**src/rtl/snitch_icache_tag_ctrl.sv**
```systemverilog
// Tag-port sequencer for the instruction cache: arbitrates flush sweep, refill
// writes and lookups onto one single-port tag SRAM per way, and compares tags.
module snitch_icache_tag_ctrl #(
  parameter int SET_COUNT   = 8,
  parameter int LINE_COUNT  = 128,
  parameter int TAG_WIDTH   = 20,
  parameter int COUNT_ALIGN = $clog2(LINE_COUNT),
  parameter int SET_ALIGN   = (SET_COUNT > 1) ? $clog2(SET_COUNT) : 1
) (
  input  logic                              clk_i,
  input  logic                              rst_ni,
  input  logic                              flush_valid_i,
  output logic                              flush_ready_o,
  output logic                              flush_busy_o,
  input  logic                              lookup_valid_i,
  output logic                              lookup_ready_o,
  input  logic [COUNT_ALIGN-1:0]            lookup_addr_i,
  input  logic [TAG_WIDTH-1:0]              lookup_tag_i,
  output logic                              lookup_rvalid_o,
  output logic [SET_COUNT-1:0]              lookup_hit_o,
  output logic                              lookup_err_o,
  input  logic                              write_valid_i,
  output logic                              write_ready_o,
  input  logic [COUNT_ALIGN-1:0]            write_addr_i,
  input  logic [SET_ALIGN-1:0]              write_set_i,
  input  logic [TAG_WIDTH-1:0]              write_tag_i,
  input  logic                              write_err_i,
  output logic [SET_COUNT-1:0]              ram_enable_o,
  output logic                              ram_write_o,
  output logic [COUNT_ALIGN-1:0]            ram_addr_o,
  output logic [SET_COUNT*(TAG_WIDTH+2)-1:0] ram_wtag_o,
  input  logic [SET_COUNT*(TAG_WIDTH+2)-1:0] ram_rtag_i
);

  localparam int EntryWidth = TAG_WIDTH + 2;

  typedef enum logic {
    FLUSH,
    IDLE
  } state_e;

  state_e                 state_q, state_d;
  logic [COUNT_ALIGN-1:0] cnt_q, cnt_d;
  logic [TAG_WIDTH-1:0]   tag_q;
  logic                   rvalid_q;
  logic                   lookup_fire;

  assign lookup_fire = (state_q == IDLE) && !flush_valid_i && !write_valid_i && lookup_valid_i;

  // NOTE: state registers use non-blocking assignments so every flop samples
  // the pre-edge values regardless of statement order.
  always_ff @(posedge clk_i) begin
    if (!rst_ni) begin
      state_q  <= FLUSH;
      cnt_q    <= '0;
      tag_q    <= '0;
      rvalid_q <= 1'b0;
    end else begin
      state_q  <= state_d;
      cnt_q    <= cnt_d;
      rvalid_q <= lookup_fire;
      if (lookup_fire) tag_q <= lookup_tag_i;
    end
  end

  // NOTE: every output of this block gets a default first so no path can
  // leave a signal unassigned and infer a latch.
  always_comb begin
    state_d        = state_q;
    cnt_d          = cnt_q;
    flush_ready_o  = 1'b0;
    flush_busy_o   = 1'b0;
    write_ready_o  = 1'b0;
    lookup_ready_o = 1'b0;
    ram_enable_o   = '0;
    ram_write_o    = 1'b0;
    ram_addr_o     = '0;
    ram_wtag_o     = '0;

    unique case (state_q)
      FLUSH: begin
        flush_busy_o = 1'b1;
        ram_enable_o = '1;
        ram_write_o  = 1'b1;
        ram_addr_o   = cnt_q;
        if (cnt_q == COUNT_ALIGN'(LINE_COUNT - 1)) begin
          state_d = IDLE;
          cnt_d   = '0;
        end else begin
          cnt_d = cnt_q + COUNT_ALIGN'(1);
        end
      end
      IDLE: begin
        // Readies depend only on higher-priority valids, never on their own.
        flush_ready_o  = 1'b1;
        write_ready_o  = !flush_valid_i;
        lookup_ready_o = !flush_valid_i && !write_valid_i;
        if (flush_valid_i) begin
          state_d = FLUSH;
        end else if (write_valid_i) begin
          ram_enable_o = SET_COUNT'(1) << write_set_i;
          ram_write_o  = 1'b1;
          ram_addr_o   = write_addr_i;
          ram_wtag_o   = {SET_COUNT{write_err_i, 1'b1, write_tag_i}};
        end else if (lookup_valid_i) begin
          ram_enable_o = '1;
          ram_addr_o   = lookup_addr_i;
        end
      end
      default: state_d = FLUSH;
    endcase
  end

  // Entry layout per way: {err, valid, tag}; results are gated by rvalid.
  always_comb begin
    lookup_hit_o = '0;
    lookup_err_o = 1'b0;
    for (int i = 0; i < SET_COUNT; i++) begin
      lookup_hit_o[i] = rvalid_q && ram_rtag_i[i*EntryWidth + TAG_WIDTH]
                        && (ram_rtag_i[i*EntryWidth +: TAG_WIDTH] == tag_q);
      lookup_err_o    = lookup_err_o | (lookup_hit_o[i] & ram_rtag_i[i*EntryWidth + TAG_WIDTH + 1]);
    end
  end

  assign lookup_rvalid_o = rvalid_q;

endmodule

```
**config.mk**
```make
export PLATFORM = sky130hd
export DESIGN_NAME = snitch_icache_tag_ctrl
export DESIGN_NICKNAME = d
export VERILOG_FILES = /design/src/rtl/snitch_icache_tag_ctrl.sv
export SDC_FILE = /design/constraint.sdc
export NUM_CORES = 1
export LEC_CHECK = 0
export CAP_MARGIN = 20
export CELL_PAD_IN_SITES_DETAIL_PLACEMENT = 0
export CELL_PAD_IN_SITES_GLOBAL_PLACEMENT = 1
export CORE_AREA = 2 2 175 177
export DETAILED_ROUTE_END_ITERATION = 7
export DIE_AREA = 0 0 177 179
export PLACE_DENSITY = 0.67
export SLEW_MARGIN = 25
export SYNTH_ARGS = -nofsm -noshare
export SYNTH_HDL_FRONTEND = slang
export SYNTH_SLANG_ARGS = --single-unit
```
**constraint.sdc**
```tcl
create_clock -name clk_i -period 5.9 [get_ports clk_i]
set_input_delay 0.885 -clock clk_i [delete_from_list [all_inputs] [get_ports clk_i]]
set_output_delay 0.885 -clock clk_i [all_outputs]
set_load 0.02 [all_outputs]
```
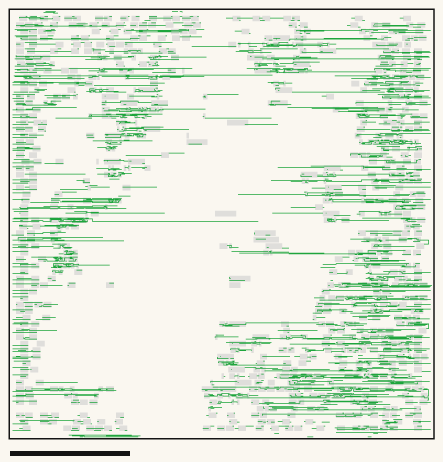
Fig. 1. Signal wires on met1 (run 1).
Bar = 50 µm. Cells faint in the background.
The layer holds 36% of the routed length. The longest straight run is 69.2 µm.
met1 Resource Use GR: 15.52%
detailed-route wire length: 25830 µm
routed via count: 5112

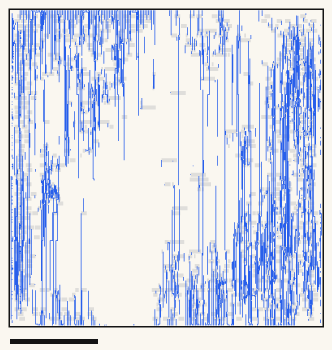
Fig. 2. The metal 2 layer (run 1).
Bar = 50 µm. Cells faint in the background.
978 nets have wire on it. The layer holds 53% of the routed length. The longest straight run is 125 µm. The layer carries 13700 µm of wire.
global-route track usage on met2: 30.07%

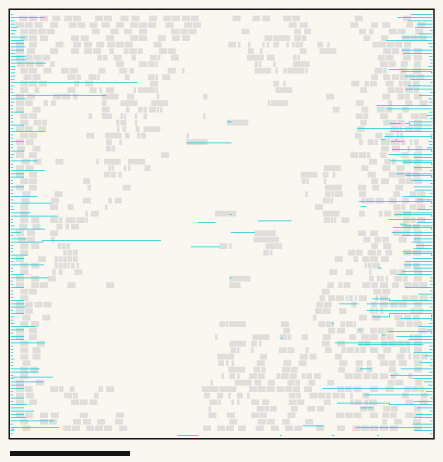
Fig. 3. Metal 3 (run 1).
Bar = 50 µm. Cells faint in the background.
The wires run mostly horizontal. The longest straight run is 52.7 µm. 272 nets have wire on it. The layer holds 8.2% of the routed length. The layer carries 2110 µm of wire.
met3 track demand over resource in global routing: 3.499%

==> PnR_summary.wiki, run 1 <==
=== Physical design figures ===
{| class="wikitable"
! Metric !! Value
|-
| Run status || completed
|-
| Max_slew headroom || 36.00%
|-
| Die Outline Area || 0.03168 mm²
|-
| Most frequently placed logic cell in the final layout || sky130_fd_sc_hd__clkdlybuf4s50_1
|-
| Hold Vio Cnt, Final || 0
|-
| Required time worst endpoint || 5.02 ns
|-
| R2r setup slk || between 4 and 5 ns
|-
| Die Y || 179 µm
|-
| Minimum clock period after layout || around 4.5 ns
|-
| Combined flip-flop and latch cell area || between 500 and 600 µm²
|-
| Dominant combinational cell family by area after synthesis || buffers and inverters
|-
| Worst endpoint data arrival time || approximately 3.6 ns
|-
| Startpoint of the tightest hold check path || cnt_q[5]
|-
| Critical path startpoint category || input pin
|-
| Invs w/o clock || 7
|-
| Final Max-Slew Violation Tally || 0
|-
| Post-synth top area cell || sky130_fd_sc_hd__buf_4
|-
| Most instantiated flip-flop cell in the synthesis netlist || sky130_fd_sc_hd__dfxtp_1
|-
| Placement-stage worst setup slack || around 1.4 ns
|-
| Maximum fanout along the worst path || 26
|-
| Sequential cell fraction of total power || 26.4%
|-
| Highest-count cells in the layout ignoring fill and taps || sky130_fd_sc_hd__clkdlybuf4s50_1 (444), sky130_fd_sc_hd__xnor2_1 (94), sky130_fd_sc_hd__xor2_1 (66)
|-
| Remaining Overflow, GRT || 0
|-
| Netlist area before placement || ~0.0048 mm²
|-
| CTS Hold Buffers Added || 0
|-
| Fill cell total of the finished layout || around 3200
|-
| Core ar. || roughly 0.030 mm²
|-
| Number of failing setup endpoints in the final timing report || 0
|-
| N_diodes || 4
|-
| AND/OR/NAND/NOR Cells, Area Fraction || between 10% and 20%
|-
| Pwr Density || roughly 89 mW/mm²
|-
| Worst R2R Path Depth || 4
|-
| Power consumed by sequential cells || about 0.20 mW
|-
| Combinational share of power || 33.5%
|-
| Cell area after placement || between 0.008 and 0.009 mm²
|-
| Logic gate fraction of the total cell area || between 30% and 40%
|-
| Die Width || between 150 and 200 µm
|}
==> run 1: flip-flops by register name, indices dropped and copies added, names as in the netlist <==
register	flops
cnt_q	7
state_q	1
tag_q	20
lookup_rvalid_o	1
==> run 1: worst max-delay path, stage by stage <==
cell,delay [ns]
sky130_fd_sc_hd__clkdlybuf4s50_1,0.54
sky130_fd_sc_hd__inv_1,0.18
sky130_fd_sc_hd__nor3_2,0.45
sky130_fd_sc_hd__buf_4,0.34
sky130_fd_sc_hd__and2_1,0.48
sky130_fd_sc_hd__clkdlybuf4s50_1,0.71
==> run 1: layer usage <==
| metal | vias up | part of all wire (%) |
|---|---|---|
| li1 | 2438 | - |
| met1 | 2352 | 36 |
| met2 | 292 | 53 |
| met3 | 26 | 8.2 |
| met4 | 4 | 2.4 |
| met5 | - | 0.10 |
Fig. 4: run 1, routing congestion map
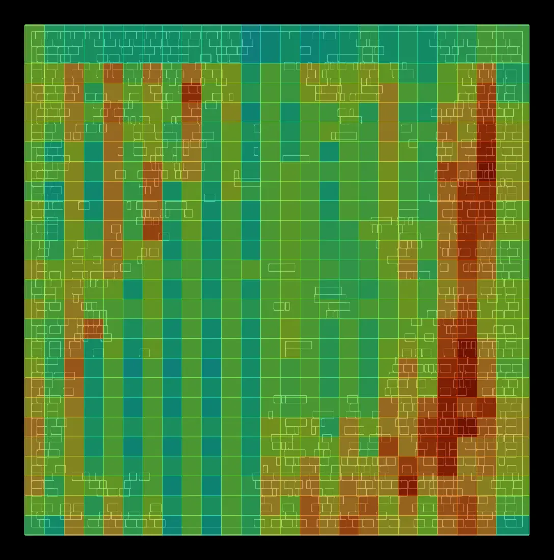

==> run 2, diff against run 1 <==
--- a/config.mk
+++ b/config.mk
@@ -8,10 +8,10 @@
 export CAP_MARGIN = 20
 export CELL_PAD_IN_SITES_DETAIL_PLACEMENT = 0
 export CELL_PAD_IN_SITES_GLOBAL_PLACEMENT = 1
-export CORE_AREA = 2 2 175 177
+export CORE_AREA = 2 2 173 175
 export DETAILED_ROUTE_END_ITERATION = 7
-export DIE_AREA = 0 0 177 179
-export PLACE_DENSITY = 0.67
+export DIE_AREA = 0 0 175 177
+export PLACE_DENSITY = 0.69
 export SLEW_MARGIN = 25
 export SYNTH_ARGS = -nofsm -noshare
 export SYNTH_HDL_FRONTEND = slang
==> constraint.sdc (replaced) <==
create_clock -name clk_i -period 4.2 [get_ports clk_i]
set_input_delay 0.63 -clock clk_i [delete_from_list [all_inputs] [get_ports clk_i]]
set_output_delay 0.63 -clock clk_i [all_outputs]
set_load 0.02 [all_outputs]
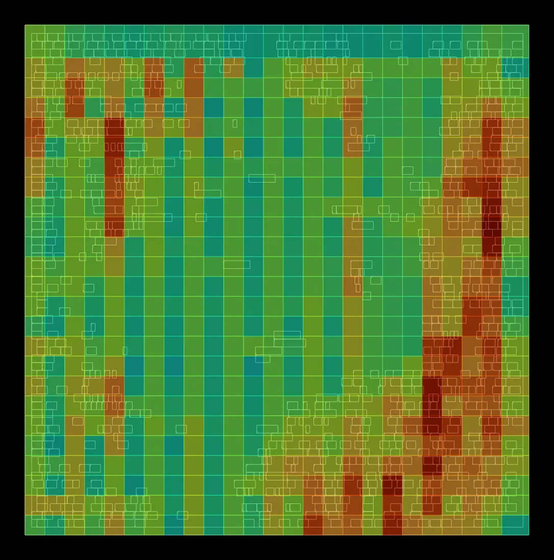
Fig. 5. Routing congestion map (run 2).
final routed wire length divided by cell count: 19.46 µm
global-route track usage on met2: 30.71%
met1 Resource Use GR: 15.60%

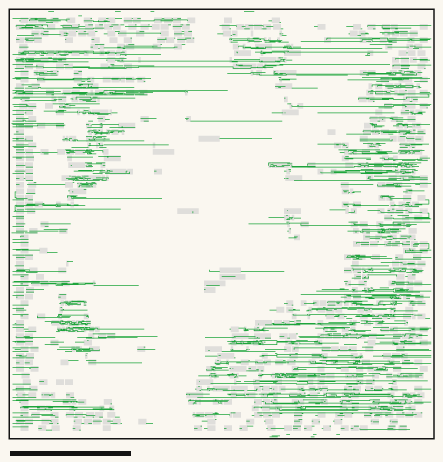
Fig. 6. Signal wires on met1 (run 2).
Bar = 50 µm. Cells faint in the background.
The layer carries 9040 µm of wire. The wires run mostly horizontal. The longest straight run is 59.3 µm. 995 nets have wire on it. The layer holds 36% of the routed length.
detailed-route wire length: 25350 µm
routed via count: 5136

==> run 2 against run 1 <==
Effect of this change: final cell count up 0.62%; largest cell class unchanged; global-route usage is 0.21 points higher; clock skew decreased by 0.0037 ns; synthesized area unchanged; highest routed layer is now met4; largest power group unchanged.
==> PnR_summary.wiki, run 2 <==
=== Physical design figures ===
{| class="wikitable"
! Metric !! Value
|-
| Logic Gate Count || between 400 and 500
|-
| R2r setup slk || 2.50 ns (-1.71 ns)
|-
| CTS Hold Buffers Added || 0 (unchanged)
|-
| Max_slew headroom || 42.77% (+6.8 points)
|-
| Fill cell total of the finished layout || 3110 (-4.1%)
|-
| Top area cells in the synthesized netlist || sky130_fd_sc_hd__buf_4 (24%), sky130_fd_sc_hd__xnor2_1 (17%), sky130_fd_sc_hd__dfxtp_1 (12%)
|-
| Sequential cell fraction of total power || 26.3% (about the same)
|-
| Core ar. || 0.02924 mm² (-2.6%)
|-
| Final-layout clock-cell area share || roughly 2.0%
|-
| DRC violations left || 0
|-
| Netlist area before placement || 0.004801 mm² (unchanged)
|-
| Capturing element type of the critical path || output port
|-
| Worst endpoint data arrival time || 3.25 ns (-0.36 ns)
|-
| Cells along the critical path || buf_4, xnor2_1, nand4_1, or4_1, o22ai_1, or4_1, clkdlybuf4s50_1
|-
| Run status || completed
|-
| Most flops, register || tag_q
|-
| Transition time at the pin with the least slew margin || roughly 0.85 ns
|-
| Commonest cells post-synth || sky130_fd_sc_hd__buf_4 (155), sky130_fd_sc_hd__xnor2_1 (94), sky130_fd_sc_hd__xor2_1 (66), sky130_fd_sc_hd__nand2_1 (53), sky130_fd_sc_hd__dfxtp_1 (29)
|-
| Top Registers || tag_q (20), cnt_q (7)
|-
| Static Leakage || approximately 3 nW
|-
| Maximum fanout along the worst path || 9 (-65%)
|-
| Most instantiated flip-flop cell in the synthesis netlist || sky130_fd_sc_hd__dfxtp_1
|-
| Wire length of the first global-routing pass || around 35000 µm
|-
| Growth of design area from synthesis to finish || 79.85%
|-
| Dominant combinational cell family by area after synthesis || buffers and inverters
|-
| Cell seen most often among critical-path stages || sky130_fd_sc_hd__or4_1
|-
| Global placement routability congestion || between 0.8 and 0.9
|-
| Die Width || 175 µm (-1.1%)
|-
| Post-synth top area cell || sky130_fd_sc_hd__buf_4
|-
| Met3 track demand over resource in global routing || 4.038% (+0.54 points)
|-
| Detailed-route wire length on metal 1 || 9039 µm (-3.3%)
|-
| HP Class || flip-flop to flip-flop
|-
| Required time worst endpoint || 3.57 ns (-1.45 ns)
|-
| Combinational share of power || 33.7% (+0.2 points)
|-
| Pwr Density || 123.3 mW/mm² (+39%)
|-
| Critical path's largest stage delay || 0.79 ns (+0.08 ns)
|-
| Worst Setup SP || tag_q[17]
|-
| Remaining Overflow, GRT || 0 (unchanged)
|-
| Critical path startpoint category || flip-flop
|-
| Total met2 wirelength after detailed routing || 13600 µm (-0.87%)
|-
| Count of input and output buffers || 444
|-
| Number of stages on the worst setup path || 7 (+1)
|-
| Worst R2R Path Depth || 4 (unchanged)
|-
| Met3 routed WL || 2119 µm (+0.67%)
|-
| GRT Overall Usage || between 10% and 20%
|-
| Share of synthesized area spent on multiplexers || less than 1%
|-
| Uppermost signal routing layer after detailed routing || met4
|-
| Cell family with the largest share of critical-path delay || simple AND/OR/NAND/NOR gates
|-
| Cell area after placement || 0.008459 mm² (+1.4%)
|-
| Startpoint of the tightest hold check path || cnt_q[5]
|-
| Standard cell with the maximum stage delay on the critical path || sky130_fd_sc_hd__dfxtp_1
|-
| Invs w/o clock || 7 (unchanged)
|-
| Aggregate negative setup slack || 0 ns
|-
| Final Max-Slew Violation Tally || 0 (unchanged)
|-
| Post-DRT Antenna Nets || 0
|-
| AND/OR/NAND/NOR Cells, Area Fraction || 19.08% (unchanged)
|-
| Highest-count cells in the layout ignoring fill and taps || sky130_fd_sc_hd__clkdlybuf4s50_1 (444), sky130_fd_sc_hd__xnor2_1 (94), sky130_fd_sc_hd__xor2_1 (66)
|-
| Count of warning messages emitted by the tools || 26
|-
| Pint || just over 0.8 mW
|-
| Post-synthesis cell count || roughly 630
|-
| Busiest grt layer || met2
|-
| Minimum clock period after layout || 3.879 ns
|-
| Worst Path Buf+Inv || 2 (-2)
|-
| Placement-stage worst setup slack || 0.5022 ns (-0.8566 ns)
|-
| Most frequently placed logic cell in the final layout || sky130_fd_sc_hd__clkdlybuf4s50_1
|-
| N_diodes || 1 (-3)
|-
| Logic gate fraction of the total cell area || 32.08% (-0.42 points)
|-
| Die Outline Area || 0.03098 mm² (-2.2%)
|-
| Die Y || 177 µm (-1.1%)
|-
| Max reg flops || 20 (unchanged)
|-
| Combined flip-flop and latch cell area || 580.6 µm² (unchanged)
|-
| Hold Vio Cnt, Final || 0 (unchanged)
|-
| Number of failing setup endpoints in the final timing report || 0 (unchanged)
|-
| Net Switching || ~0.24 mW
|}
run 2: power groups by stage:
stage | logic (mW) | registers (mW) | clock network, mW
after floorplan | 0.0917 | 0.286 | 0
after global placement | 0.358 | 0.286 | 0
after detailed placement | 0.360 | 0.286 | 0
after CTS | 0.363 | 0.280 | 0.449
after global routing | 0.384 | 0.280 | 0.456
final | 0.359 | 0.280 | 0.426
run 2: worst register-to-register path, stage by stage (launching register included):
cell                      delay, ns
sky130_fd_sc_hd__dfxtp_1       0.30
sky130_fd_sc_hd__buf_4         0.26
sky130_fd_sc_hd__and2_1        0.74
sky130_fd_sc_hd__nand2_1       0.17
sky130_fd_sc_hd__a21oi_1       0.16
Power figures rest on the tool's default switching activity, not on a simulated workload.
